**config.mk**
```make
export PLATFORM = sky130hd
export DESIGN_NAME = booth_r4_mul
export DESIGN_NICKNAME = d
export VERILOG_FILES = /design/src/rtl/booth_pkg.sv /design/src/rtl/booth_r4_recode.sv /design/src/rtl/booth_r4_mul.sv
export SDC_FILE = /design/constraint.sdc
export NUM_CORES = 1
export LEC_CHECK = 0
export CORE_ASPECT_RATIO = 1.1
export CORE_UTILIZATION = 25
export CTS_CLUSTER_SIZE = 30
export DETAILED_ROUTE_END_ITERATION = 10
export GPL_ROUTABILITY_DRIVEN = 0
export MAX_ROUTING_LAYER = met4
export PLACE_DENSITY_LB_ADDON = 0.05
export SLEW_MARGIN = 0
export SYNTH_ARGS = -nofsm -noshare
export SYNTH_HDL_FRONTEND = slang
export SYNTH_SLANG_ARGS = --single-unit
export TNS_END_PERCENT = 20
```
**constraint.sdc**
```tcl
create_clock -name clk -period 6.25 [get_ports clk]
set_input_delay 0.625 -clock clk [delete_from_list [all_inputs] [get_ports clk]]
set_output_delay 0.625 -clock clk [all_outputs]
set_load 0.02 [all_outputs]
```
**src/rtl/booth_pkg.sv**
```systemverilog
// Shared types for the radix-4 Booth multiplier: FSM states, recoded multiples
// and the iteration-count helper.
package booth_pkg;

    typedef enum logic [1:0] {
        IDLE = 2'd0,
        CALC = 2'd1,
        DONE = 2'd2
    } booth_state_t;

    typedef enum logic [2:0] {
        ZERO = 3'd0,
        P1   = 3'd1,
        P2   = 3'd2,
        M1   = 3'd3,
        M2   = 3'd4
    } booth_mult_t;

    // Two extension bits plus two multiplier bits retired per iteration.
    function automatic int booth_iter(input int width);
        return (width + 2) / 2;
    endfunction

endpackage

```
**src/rtl/booth_r4_recode.sv**
```systemverilog
// Radix-4 Booth recoder: maps a multiplier triplet to the signed multiple of the
// extended multiplicand, sized one bit wider than X so that +-2X fits.
module booth_r4_recode
    import booth_pkg::*;
#(
    parameter int WIDTH = 8
) (
    input  logic [2:0]       trip,
    input  logic [WIDTH+1:0] xext,
    output logic [WIDTH+2:0] mult
);

    booth_mult_t      sel;
    logic [WIDTH+2:0] x1;
    logic [WIDTH+2:0] x2;

    assign x1 = {xext[WIDTH+1], xext};
    assign x2 = {xext, 1'b0};

    always_comb begin
        sel = ZERO;
        case (trip)
            3'b001, 3'b010: sel = P1;
            3'b011:         sel = P2;
            3'b100:         sel = M2;
            3'b101, 3'b110: sel = M1;
            default:        sel = ZERO;
        endcase
    end

    always_comb begin
        mult = '0;
        case (sel)
            P1:      mult = x1;
            P2:      mult = x2;
            M1:      mult = -x1;
            M2:      mult = -x2;
            default: mult = '0;
        endcase
    end

endmodule

```
**src/rtl/booth_r4_mul.sv**
```systemverilog
// Sequential radix-4 Booth multiplier with valid/ready on operands and result.
// Optional BOOTH_R4_MUL_ZERO_SKIP_EN: a zero operand goes straight to DONE with z=0.
module booth_r4_mul
    import booth_pkg::*;
#(
    parameter int WIDTH = 8,
    parameter int ITER  = booth_iter(WIDTH)
) (
    input  logic               clk,
    input  logic               rst_n,
    input  logic               in_valid,
    output logic               in_ready,
    input  logic [WIDTH-1:0]   x,
    input  logic [WIDTH-1:0]   y,
    input  logic               tc,
    output logic               out_valid,
    input  logic               out_ready,
    output logic [2*WIDTH-1:0] z,
    output logic               busy
);

    localparam int XW = WIDTH + 2;
    localparam int AW = WIDTH + 3;
    localparam int CW = $clog2(ITER + 1);

    localparam logic [1:0] S_IDLE = IDLE;
    localparam logic [1:0] S_CALC = CALC;
    localparam logic [1:0] S_DONE = DONE;

    logic [1:0]    state;
    logic [XW-1:0] xq;
    logic [AW-1:0] acc;
    logic [AW-1:0] mq;
    logic [CW-1:0] cnt;

    logic [XW-1:0]   x_ext;
    logic [XW-1:0]   y_ext;
    logic [AW-1:0]   mult;
    logic [AW-1:0]   sum;
    logic [2*AW-1:0] shifted;
    logic            last;

    assign x_ext = tc ? {{2{x[WIDTH-1]}}, x} : {2'b00, x};
    assign y_ext = tc ? {{2{y[WIDTH-1]}}, y} : {2'b00, y};

    booth_r4_recode #(.WIDTH(WIDTH)) u_recode (
        .trip (mq[2:0]),
        .xext (xq),
        .mult (mult)
    );

    // The appended zero below Y sits at mq[0]; after ITER double-shifts the
    // product's LSB has landed at bit 1 of the combined register.
    always_comb begin
        sum     = acc + mult;
        shifted = $signed({sum, mq}) >>> 2;
        last    = (cnt == CW'(ITER - 1));
    end

    always_ff @(posedge clk) begin
        if (!rst_n) begin
            state <= S_IDLE;
            z     <= '0;
            cnt   <= '0;
            acc   <= '0;
            mq    <= '0;
            xq    <= '0;
        end else begin
            case (state)
                S_IDLE: begin
                    if (in_valid) begin
                        xq  <= x_ext;
                        mq  <= {y_ext, 1'b0};
                        acc <= '0;
                        cnt <= '0;
`ifdef BOOTH_R4_MUL_ZERO_SKIP_EN
                        if (x == '0 || y == '0) begin
                            state <= S_DONE;
                            z     <= '0;
                        end else begin
                            state <= S_CALC;
                        end
`else
                        state <= S_CALC;
`endif
                    end
                end
                S_CALC: begin
                    acc <= shifted[2*AW-1:AW];
                    mq  <= shifted[AW-1:0];
                    cnt <= cnt + 1'b1;
                    if (last) begin
                        state <= S_DONE;
                        z     <= shifted[2*WIDTH:1];
                    end
                end
                S_DONE: begin
                    if (out_ready) state <= S_IDLE;
                end
                default: state <= S_IDLE;
            endcase
        end
    end

    assign in_ready  = (state == S_IDLE);
    assign out_valid = (state == S_DONE);
    assign busy      = (state == S_CALC);

endmodule
```
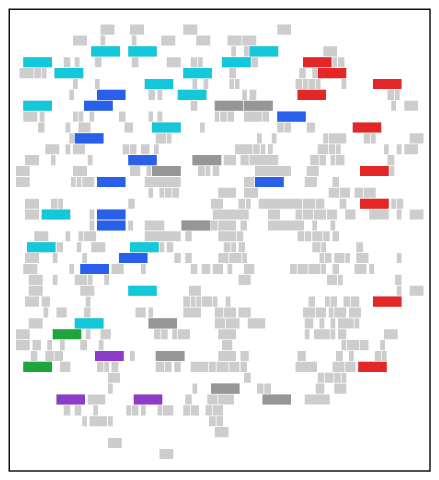
Figure 1: sequential cells grouped by signal name.
(4 px per um)
- z: cyan (sequential cells 16)
- state: green (sequential cells 2)
- mq: blue (sequential cells 11)
- xq: red (sequential cells 9)
- cnt: purple (sequential cells 3)

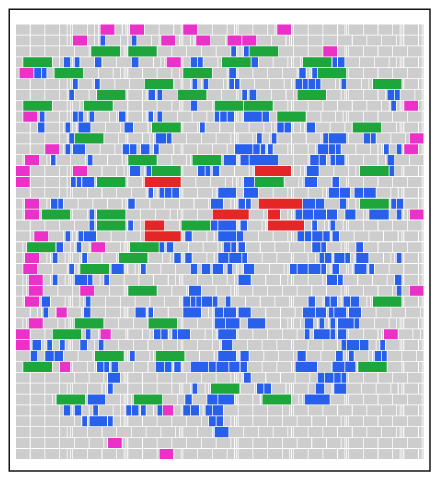
Figure 2: cells coloured by class.
(4 px per um) Fill, decap, tap and diode cells in grey.
- combinational and other logic: blue (cells 313; share of their area 53%)
- clock drivers and dummy loads: red (cells 8; share of their area 5.2%)
- flops: green (cells 50; share of their area 29%)
- other buffers and delay cells: magenta (cells 43; share of their area 12%)

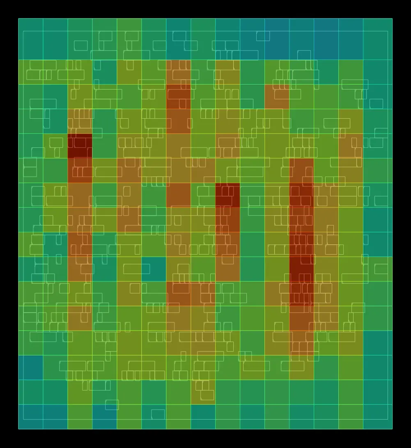
Figure 3: routing congestion map.
fin util: 32.3%
DR WL/cell: 15.3 um
busiest grt layer: met2
met1 usage: 19.5%
met3 Track Usage GR: 2.44%

==> metrics.cfg <==
[critical_path]
r2r-end = acc[9]
worstPathMaxFanout = 5
reg2reg_from = xq[1]
worstPathRequired_ns = 6.48
rrSetupSlack_ns = 2.66
path_cells = inv_1, ha_1, or4b_4, or4_4, nand2_1, xnor2_1, a221oi_2, a31oi_1, ha_1, a21o_1, a21oi_1, nand3b_1, mux2_1, nand3_1
end_kind = register
slowest_delay_ns = 0.52
path_class = register to register
crit_path_frequent_cell = ha_1
crit_arrival_ns = 3.83
cp_slowest_cell = or4b_4
rr_worst_depth = 14

[finish]
nMultiInputCombCells = 299
dominant_cells = logic gates
nClkBuffers = 6
flop-count = 50
flop_area_um2 = 1000
comb_area_share_pct = 48.8
mostFrequentLayoutCells = 81 x nand2_1, 50 x dfxtp_1, 49 x a21oi_1
non_clock_buffer_count = 43
drive_gt1_share_pct = 4.35
lay_top_count = nand2_1
n_antenna_cell = 0
num-nonclk-inverters = 14

[pwr]
switching_power_mw = 0.251
power_frac_clock_pct = 39.4
p_per_area_nw_per_um2 = 238
power_frac_comb_pct = 19.0
ir_worst_vdd_mv = 0.135
switching_share_pct = 29.4

[die]
core_area_um2 = 11100
dieArea_um2 = 12100
tap_cells = 147
rows = 40
ioPinCount = 40

[yosys]
ys.flops = 50
xor_area_share_pct = 4.22
yosys.stat.seqShare_pct = 34.5
muxShareOfSynthArea_pct = 1.08
ys_async_sr_fraction_pct = 0
fp_nets = 423
ys.flop_type = dfxtp_1
yosysUniqueCellTypes = 47
synth_warnings = 0
synth_area_per_cell_um2 = 7.49
yosys_area_um2 = 2910
netlist_area_um2 = 2910
topCombFamilyByArea = simple AND/OR/NAND/NOR gates
simple_gate_share_pct = 24.7
syn_inst = 388
adder_share_pct = 6.29
ys_cells = 388

[global_route]
grt_pass1_vias = 2739
antenna_found_initial = 0
grtUsageTotal_pct = 15.4
grt-ovfl-total = 0
grt_max_degree = 50
grt_pass1_wl_um = 14100

[clock_tree]
path_clk_slew_ns = 0.07
cts_max_level = 2
root_buffer = clkbuf_16
clkLatencyLatePin_ns = 0.29
clockBufferDepth = 2
cts.sinks = 50
hold_buffers = 0
post-cts-setup-buffers = 0
cts_made_buffers = 5

[timing]
setup_tns_ns = 0
max_slew.worst_pin.slew_ns = 0.985
max_freq_mhz = 278
skew_ns = 0.00746
max_slew_margin_pct = 34.3
hold_viol_final = 0

[flow_run]
maxCapViolCount = 0
warning_count = 27

[route]
vias_per_cell = 4.84
routed_wirelength_um = 8600
first_pass_iters = 4
num_vias = 2714
drc = 0
first_iter_violations = 108

[place]
hpwl_um = 5850
io_buffers = 39

[outcome]
status = finished clean

[min_path]
hold_depth = 2
hold_start = z[0]
hold_class = register to register

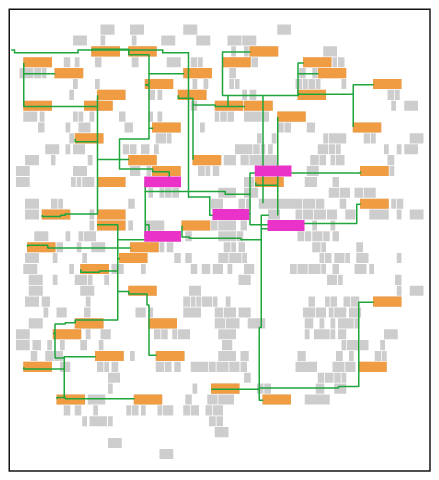
Figure 4: clock distribution.
(4 px per um)
- clock wires: green (length 873 um)
- clock drivers: magenta (count 5)
- flip-flops: orange (count 50)
- flops lie: widely spread

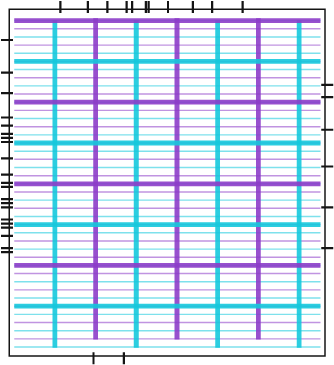
Figure 5: PDN straps and rails.
(3 px per um) Pins as bars on the die edge.
- VSS: cyan
- VDD: purple
- met1 rails: 41
- met5 straps: 8
- rows: 40
- met4 straps: 7

==> stage by stage <==
| stage | area (um2) | instances | hold WS [ns] | total power, mW | setup slack (ns) |
|---|---|---|---|---|---|
| global route | 3580 | 561 | 0.477 | 0.900 | 2.41 |
| floorplan | 2910 | 388 | 0.445 | 0.472 | 3.07 |
| CTS | 3580 | 561 | 0.463 | 0.867 | 2.64 |
| global placement | 3410 | 553 | 0.448 | 0.527 | 2.67 |
| detailed placement | 3410 | 553 | 0.449 | 0.526 | 2.67 |
| finish | 3580 | 561 | 0.460 | 0.853 | 2.66 |
==> metal layers <==
layer / wire, um / up-vias / GRT usage, %
met5: 0 / - / -
met4: 151 / 0 / 4.51
met3: 232 / 10 / 2.44
met2: 4010 / 54 / 25.3
met1: 4210 / 1241 / 19.5
li1: - / 1409 / -
==> power by group through the flow <==
stage,clock network (mW),registers (mW),logic [mW]
6_report,0.336,0.355,0.162
5_1_grt,0.359,0.358,0.183
4_1_cts,0.347,0.355,0.165
3_5_place_dp,0,0.362,0.164
3_3_place_gp,0,0.363,0.164
2_1_floorplan,0,0.347,0.125
==> critical path: cells and delay by family (launching register included) <==
kind | cells | cell delay (ns)
and+or+nand+nor | 5 | 1.29
adders and majority gates | 2 | 0.60
buffers and inverters | 1 | 0.09
muxes | 1 | 0.30
DFF | 1 | 0.36
xor gates and xnor gates | 1 | 0.11
AOI/OAI and AO/OA | 4 | 0.78
==> Yosys cell counts (2+ instances only) <==
cell | count | area [um2]
nand2_1 | 81 | 304
dfxtp_1 | 50 | 1000
a21oi_1 | 49 | 245
nor2_1 | 25 | 93.8
nand3_1 | 22 | 110
clkbuf_1 | 18 | 67.6
o21ai_0 | 14 | 70.1
ha_1 | 13 | 163
inv_1 | 13 | 48.8
xnor2_1 | 11 | 96.3
a22oi_1 | 8 | 60.1
a311oi_1 | 6 | 52.6
nor2b_1 | 6 | 37.5
nand2b_1 | 5 | 31.3
nor3_1 | 5 | 25.0
a211oi_1 | 4 | 30.0
and2_1 | 4 | 25.0
buf_1 | 4 | 15.0
or3_1 | 4 | 25.0
a221oi_1 | 3 | 26.3
a31oi_1 | 3 | 18.8
nor4_1 | 3 | 18.8
o211ai_1 | 3 | 22.5
o21a_1 | 3 | 22.5
xor2_1 | 3 | 26.3
a21o_1 | 2 | 15.0
buf_2 | 2 | 10.0
mux2i_1 | 2 | 20.0
nand3b_1 | 2 | 15.0
o2111ai_1 | 2 | 17.5
o31a_1 | 2 | 17.5
==> sequential cells by signal (all words and copies together) (netlist names) <==
signal / cells
acc: 9
cnt: 3
mq: 11
state: 2
xq: 9
z: 16
==> worst max-delay path by stage <==
stage | start | end | slack (ns) | cells past startpoint
4_1_cts | xq[1] | acc[9] | 2.64 | 14
5_1_grt | xq[0] | acc[7] | 2.41 | 15
3_5_place_dp | xq[1] | acc[9] | 2.67 | 14
6_report | xq[1] | acc[9] | 2.66 | 14
2_1_floorplan | xq[1] | acc[9] | 3.07 | 14
3_3_place_gp | xq[1] | acc[9] | 2.67 | 14
==> cell families (layout without fill, tap and decap cells) <==
logic type	Yosys count	after routing
simple gates	160	160
compound gates	108	108
flops	50	50
buf+inv	39	65
fa+ha+maj	14	14
xor+xnor	14	14
mux	3	3
Power figures rest on the tool's default switching activity, not on a simulated workload.
